[src/rtl/fetch_pkg.sv]
// Shared types and constants for the instruction-fetch buffer.
package fetch_pkg;

    localparam int unsigned INSTR_BYTES    = 4;
    localparam int unsigned PC_READ_OFFSET = 8;

    typedef struct packed {
        logic [31:0] instr;
        logic [31:0] pc;
    } fetch_entry_t;

endpackage

[src/rtl/fetch_fifo.sv]
// DEPTH-entry synchronous FIFO of fetch entries with flush; head is read straight from
// the storage flops so it is stable between pushes/pops.
import fetch_pkg::*;

module fetch_fifo #(
    parameter  int DEPTH = 4,
    localparam int AW    = $clog2(DEPTH),
    localparam int CW    = AW + 1
) (
    input  logic         clk,
    input  logic         reset,
    input  logic         flush,
    input  logic         push,
    input  fetch_entry_t push_data,
    input  logic         pop,
    output fetch_entry_t head,
    output logic [CW-1:0] count
);

    fetch_entry_t  mem_q [DEPTH];
    fetch_entry_t  mem_d [DEPTH];
    logic [AW-1:0] rd_ptr_q, rd_ptr_d;
    logic [AW-1:0] wr_ptr_q, wr_ptr_d;
    logic [CW-1:0] count_q, count_d;

    always_comb begin
        mem_d    = mem_q;
        rd_ptr_d = rd_ptr_q;
        wr_ptr_d = wr_ptr_q;
        count_d  = count_q;
        // Flush wins over a same-cycle push or pop.
        if (flush) begin
            rd_ptr_d = '0;
            wr_ptr_d = '0;
            count_d  = '0;
        end else begin
            if (push) begin
                mem_d[wr_ptr_q] = push_data;
                wr_ptr_d        = wr_ptr_q + 1'b1;
            end
            if (pop) rd_ptr_d = rd_ptr_q + 1'b1;
            count_d = count_q + CW'(push) - CW'(pop);
        end
    end

    always_ff @(posedge clk) begin
        if (!reset) begin
            for (int i = 0; i < DEPTH; i++) mem_q[i] <= '0;
            rd_ptr_q <= '0;
            wr_ptr_q <= '0;
            count_q  <= '0;
        end else begin
            mem_q    <= mem_d;
            rd_ptr_q <= rd_ptr_d;
            wr_ptr_q <= wr_ptr_d;
            count_q  <= count_d;
        end
    end

    assign head  = mem_q[rd_ptr_q];
    assign count = count_q;

endmodule

[src/rtl/fetch_buffer.sv]
// Fetch pointer, credit-based instruction memory requests and redirect flush in front of decode.
// Optional FETCH_BUF_STATS_EN adds a saturating flush_count of redirects.
import fetch_pkg::*;

module fetch_buffer #(
    parameter int          DEPTH      = 4,
    parameter logic [31:0] RESET_ADDR = 32'h0
) (
    input  logic        clk,
    input  logic        reset,
    input  logic        redirect,
    input  logic [31:0] redirect_addr,
    output logic        imem_req,
    output logic [31:0] imem_addr,
    input  logic [31:0] imem_rdata,
    output logic        out_valid,
    input  logic        out_ready,
    output logic [31:0] out_instr,
    output logic [31:0] out_pc,
    output logic [31:0] out_pc_plus8
`ifdef FETCH_BUF_STATS_EN
    ,
    output logic [15:0] flush_count
`endif
);

    localparam int CW = $clog2(DEPTH) + 1;

    logic [31:0]   fpc_q, fpc_d;
    logic          pending_q, pending_d;
    logic [31:0]   pending_pc_q, pending_pc_d;
    logic [CW-1:0] count;
    logic [CW:0]   inflight;
    logic          issue, push, pop;
    fetch_entry_t  head, push_data;

    // Reserve a slot for the outstanding read so a response never meets a full FIFO.
    assign inflight = {1'b0, count} + {{CW{1'b0}}, pending_q};
    assign issue    = reset && !redirect && (inflight < (CW+1)'(DEPTH));
    assign push     = pending_q && !redirect;
    assign pop      = out_valid && out_ready;

    always_comb begin
        fpc_d        = fpc_q;
        pending_d    = 1'b0;
        pending_pc_d = pending_pc_q;
        if (redirect) begin
            fpc_d = redirect_addr;
        end else if (issue) begin
            fpc_d        = fpc_q + 32'(INSTR_BYTES);
            pending_d    = 1'b1;
            pending_pc_d = fpc_q;
        end
    end

    always_ff @(posedge clk) begin
        if (!reset) begin
            fpc_q        <= RESET_ADDR;
            pending_q    <= 1'b0;
            pending_pc_q <= '0;
        end else begin
            fpc_q        <= fpc_d;
            pending_q    <= pending_d;
            pending_pc_q <= pending_pc_d;
        end
    end

    assign push_data.instr = imem_rdata;
    assign push_data.pc    = pending_pc_q;

    fetch_fifo #(.DEPTH(DEPTH)) u_fifo (
        .clk       (clk),
        .reset     (reset),
        .flush     (redirect),
        .push      (push),
        .push_data (push_data),
        .pop       (pop),
        .head      (head),
        .count     (count)
    );

    assign imem_req     = issue;
    assign imem_addr    = fpc_q;
    assign out_valid    = (count != '0);
    assign out_instr    = head.instr;
    assign out_pc       = head.pc;
    assign out_pc_plus8 = head.pc + 32'(PC_READ_OFFSET);

`ifdef FETCH_BUF_STATS_EN
    logic [15:0] flush_count_q, flush_count_d;

    always_comb begin
        flush_count_d = flush_count_q;
        if (redirect && flush_count_q != 16'hFFFF) flush_count_d = flush_count_q + 16'd1;
    end

    always_ff @(posedge clk) begin
        if (!reset) flush_count_q <= '0;
        else        flush_count_q <= flush_count_d;
    end

    assign flush_count = flush_count_q;
`endif

endmodule

[config.mk]
export PLATFORM = sky130hd
export DESIGN_NAME = fetch_buffer
export DESIGN_NICKNAME = d
export VERILOG_FILES = /design/src/rtl/fetch_pkg.sv /design/src/rtl/fetch_fifo.sv /design/src/rtl/fetch_buffer.sv
export SDC_FILE = /design/constraint.sdc
export NUM_CORES = 1
export LEC_CHECK = 0
export ABC_AREA = 1
export CORE_MARGIN = 8
export CORE_UTILIZATION = 40
export CTS_CLUSTER_DIAMETER = 30
export DETAILED_ROUTE_END_ITERATION = 10
export HOLD_SLACK_MARGIN = 0.1
export PLACE_DENSITY = 0.68
export SLEW_MARGIN = 20
export SYNTH_ARGS = -nofsm -noshare
export SYNTH_HDL_FRONTEND = slang
export SYNTH_SLANG_ARGS = --single-unit
[constraint.sdc]
create_clock -name clk -period 2.1 [get_ports clk]
set_clock_uncertainty 0.05 [all_clocks]
set_input_delay 0.21 -clock clk [delete_from_list [all_inputs] [get_ports clk]]
set_output_delay 0.21 -clock clk [all_outputs]
set_load 0.05 [all_outputs]
==> results.json, run 1 <==
{
  "setup-violations-final": 89,
  "status": "finished with violations",
  "drc": 0,
  "grt_pass1_wl_microns": 91010,
  "inverters": 113,
  "violations": "setup timing",
  "area_leaders": "dfxtp_1, nand2_1, nand3_1",
  "top_cell": "nand2_1",
  "dieHeight_microns": 215.5,
  "path_clk_slew_ns": 0.05,
  "core_area_sq_um": 39550,
  "final_core_util_pct": 59.75,
  "postLayoutCellArea_sq_um": 23630,
  "viasPerCell": 5.466,
  "edf_count": 0,
  "synth-main-ff-cell": "dfxtp_1",
  "largest_area_cell": "dfxtp_1",
  "leakagePower_nw": 9.172,
  "finalWorstSetupSlack_ns": -0.7361,
  "openroad.warnings": 34,
  "ys_seq_share_pct": 41.24,
  "floorplan.core_util_pct": 40.25
}
==> run 1: critical path, cell delays in order, from the launching register on <==
cell        delay (ns)
dfxtp_4           0.46
clkbuf_16         0.22
a21oi_4           0.07
o21ai_4           0.07
nand2_4           0.09
clkinvlp_4        0.10
ha_4              0.15
nand3_4           0.11
buf_12            0.15
nor2_4            0.13
buf_4             0.15
xor2_4            0.16
buf_12            0.15
==> run 1: timing repair <==
action                                  4_1_cts  5_1_grt
buffers inserted                             16       10
gates cloned                                  7        3
endpoints found under the setup margin      109       99
pin swaps                                    10       16
gates resized                                95       61
==> run 1: state kept, by name, indices dropped and copies added, names as in the netlist <==
name / cells
u_fifo.wr_ptr_q: 2
imem_addr: 32
u_fifo.rd_ptr_q: 2
pending_q: 1
pending_pc_q: 32
u_fifo.mem_q: 256
u_fifo.count: 3
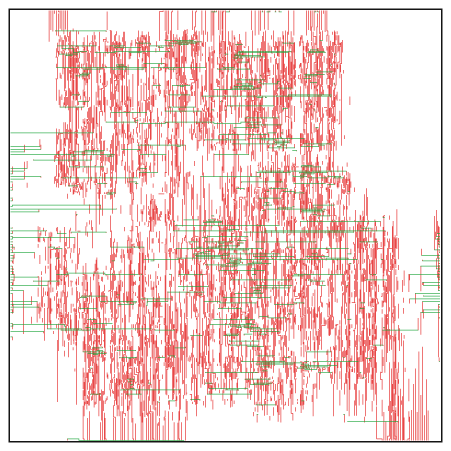
Figure 1: run 1, routed metal, one color a layer.
(2 px per micron) Two of the layers only.
[red] M2 | wire length: 27.2 mm
[green] M3 | wire length: 4280 microns

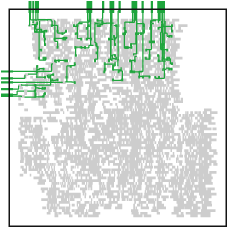
Figure 2: run 1, port wiring.
(1 px per micron)
[green] imem_rdata | direction: input | edge: 26 top, 6 left | end cells: 128 | buffers: 32 | wire: 1950 microns

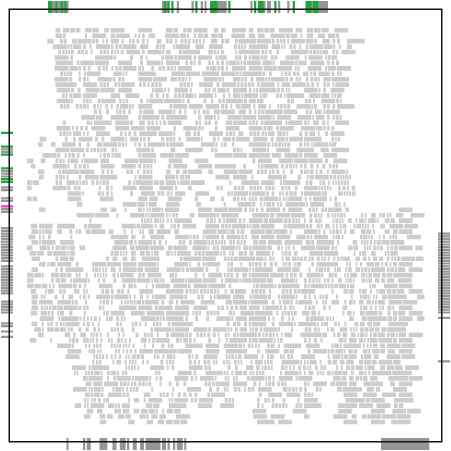
Figure 3: run 1, pin map.
(2 px per micron) Pins as bars across the die edge, other pins in gray.
[green] imem_rdata | pins: 32 | direction: input | edge: 26 top, 6 left
[magenta] out_ready | pins: 1 | direction: input | edge: left
all pins by edge: 60 bottom, 55 top, 51 left, 32 right

==> run 2, diff against run 1 <==
Settings changed: HOLD_SLACK_MARGIN 0.1 to 0.03.
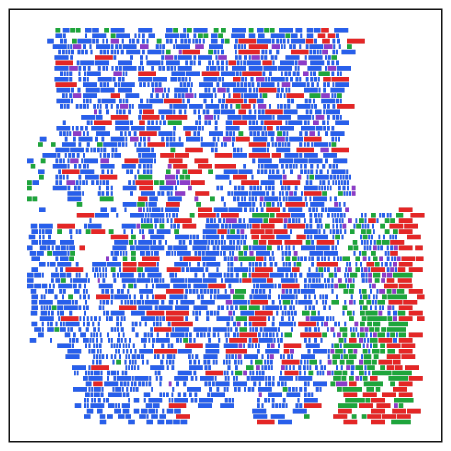
Figure 4: run 2, drive-strength map.
(2 px per micron)
[green] x3 and x4 | cells: 238 | share: 8.8% | most used: buf_4
[purple] x2 | cells: 127 | share: 4.7% | most used: nand2_2
[blue] x1 and smaller | cells: 2130 | share: 78% | most used: nand2_1
[red] x6 and larger | cells: 219 | share: 8.1% | most used: buf_12

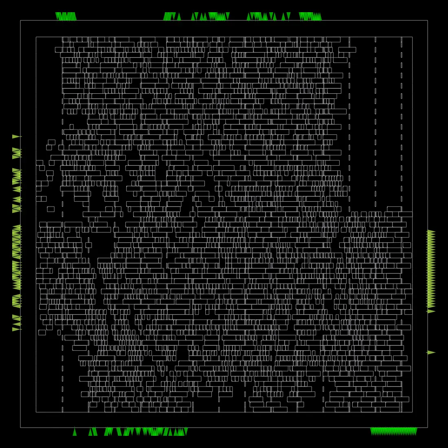
Figure 5: run 2, placed standard cells.
fin util: 59.75%
Core ar.: 39550 sq um
FF+latch count: 328
Layout Cells excl Fill: 3241
site row count: 73

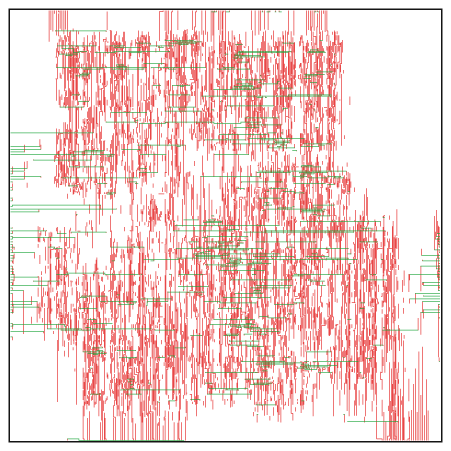
Figure 6: run 2, routed metal, one color a layer.
(2 px per micron) Two of the layers only.
[red] M2 | wire length: 27.2 mm
[green] M3 | wire length: 4280 microns

==> results.json, run 2 <==
{
  "cts_setup_buffers": 16,
  "edf_count": 0,
  "ys_seq_share_pct": 41.24,
  "violations": "setup timing",
  "area_leaders": "dfxtp_1, nand2_1, nand3_1",
  "top_cell": "nand2_1",
  "path_clk_slew_ns": 0.05,
  "postLayoutCellArea_sq_um": 23630,
  "floorplan.core_util_pct": 40.25,
  "largest_area_cell": "dfxtp_1",
  "setup-violations-final": 89,
  "path_common_cell": "buf_12",
  "drc": 0,
  "dieHeight_microns": 215.5,
  "grt_pass1_wl_microns": 91010,
  "synth-main-ff-cell": "dfxtp_1",
  "openroad.warnings": 34,
  "finalWorstSetupSlack_ns": -0.7361,
  "crit_family": "buffers and inverters",
  "path_buffers": 5,
  "largest_reg_flops": 256,
  "post_cts_resized": 95,
  "slowest_delay_ns": 0.46,
  "status": "finished with violations",
  "crit_chain": "clkbuf_16 -> a21oi_4 -> o21ai_4 -> nand2_4 -> clkinvlp_4 -> ha_4 -> nand3_4 -> buf_12 -> nor2_4 -> buf_4 -> xor2_4 -> buf_12",
  "regMostFlops": "u_fifo.mem_q"
}
==> run 2: cell counts after synthesis <==
Identical to the previous run, type by type.
==> run 2: final timing paths <==
kind                            end
setup / recovery    out_pc_plus8[9]
hold / removal         imem_addr[0]
setup reg to reg    u_fifo.count[2]
hold reg to reg   u_fifo.mem_q[109]
==> run 2: cell families after synthesis <==
kind of cell	count (synthesis)
AOI/OAI and AO/OA	499
and+or+nand+nor	1239
xor gates and xnor gates	30
adders and majority gates	10
buffers and inverters	291
DFF	328
==> run 2: routing by layer <==
metal | share of wire, % | GRT usage, %
met3 | 7.3 | 4.531
met5 | 0 | 0
met1 | 43 | 30.45
met4 | 3.2 | 9.283
met2 | 47 | 38.65
==> run 2: worst min-delay path, stage by stage <==
cell and delay [ns]:
clkdlybuf4s50_1 0.40, nor2_1 0.10, nor2_1 0.05
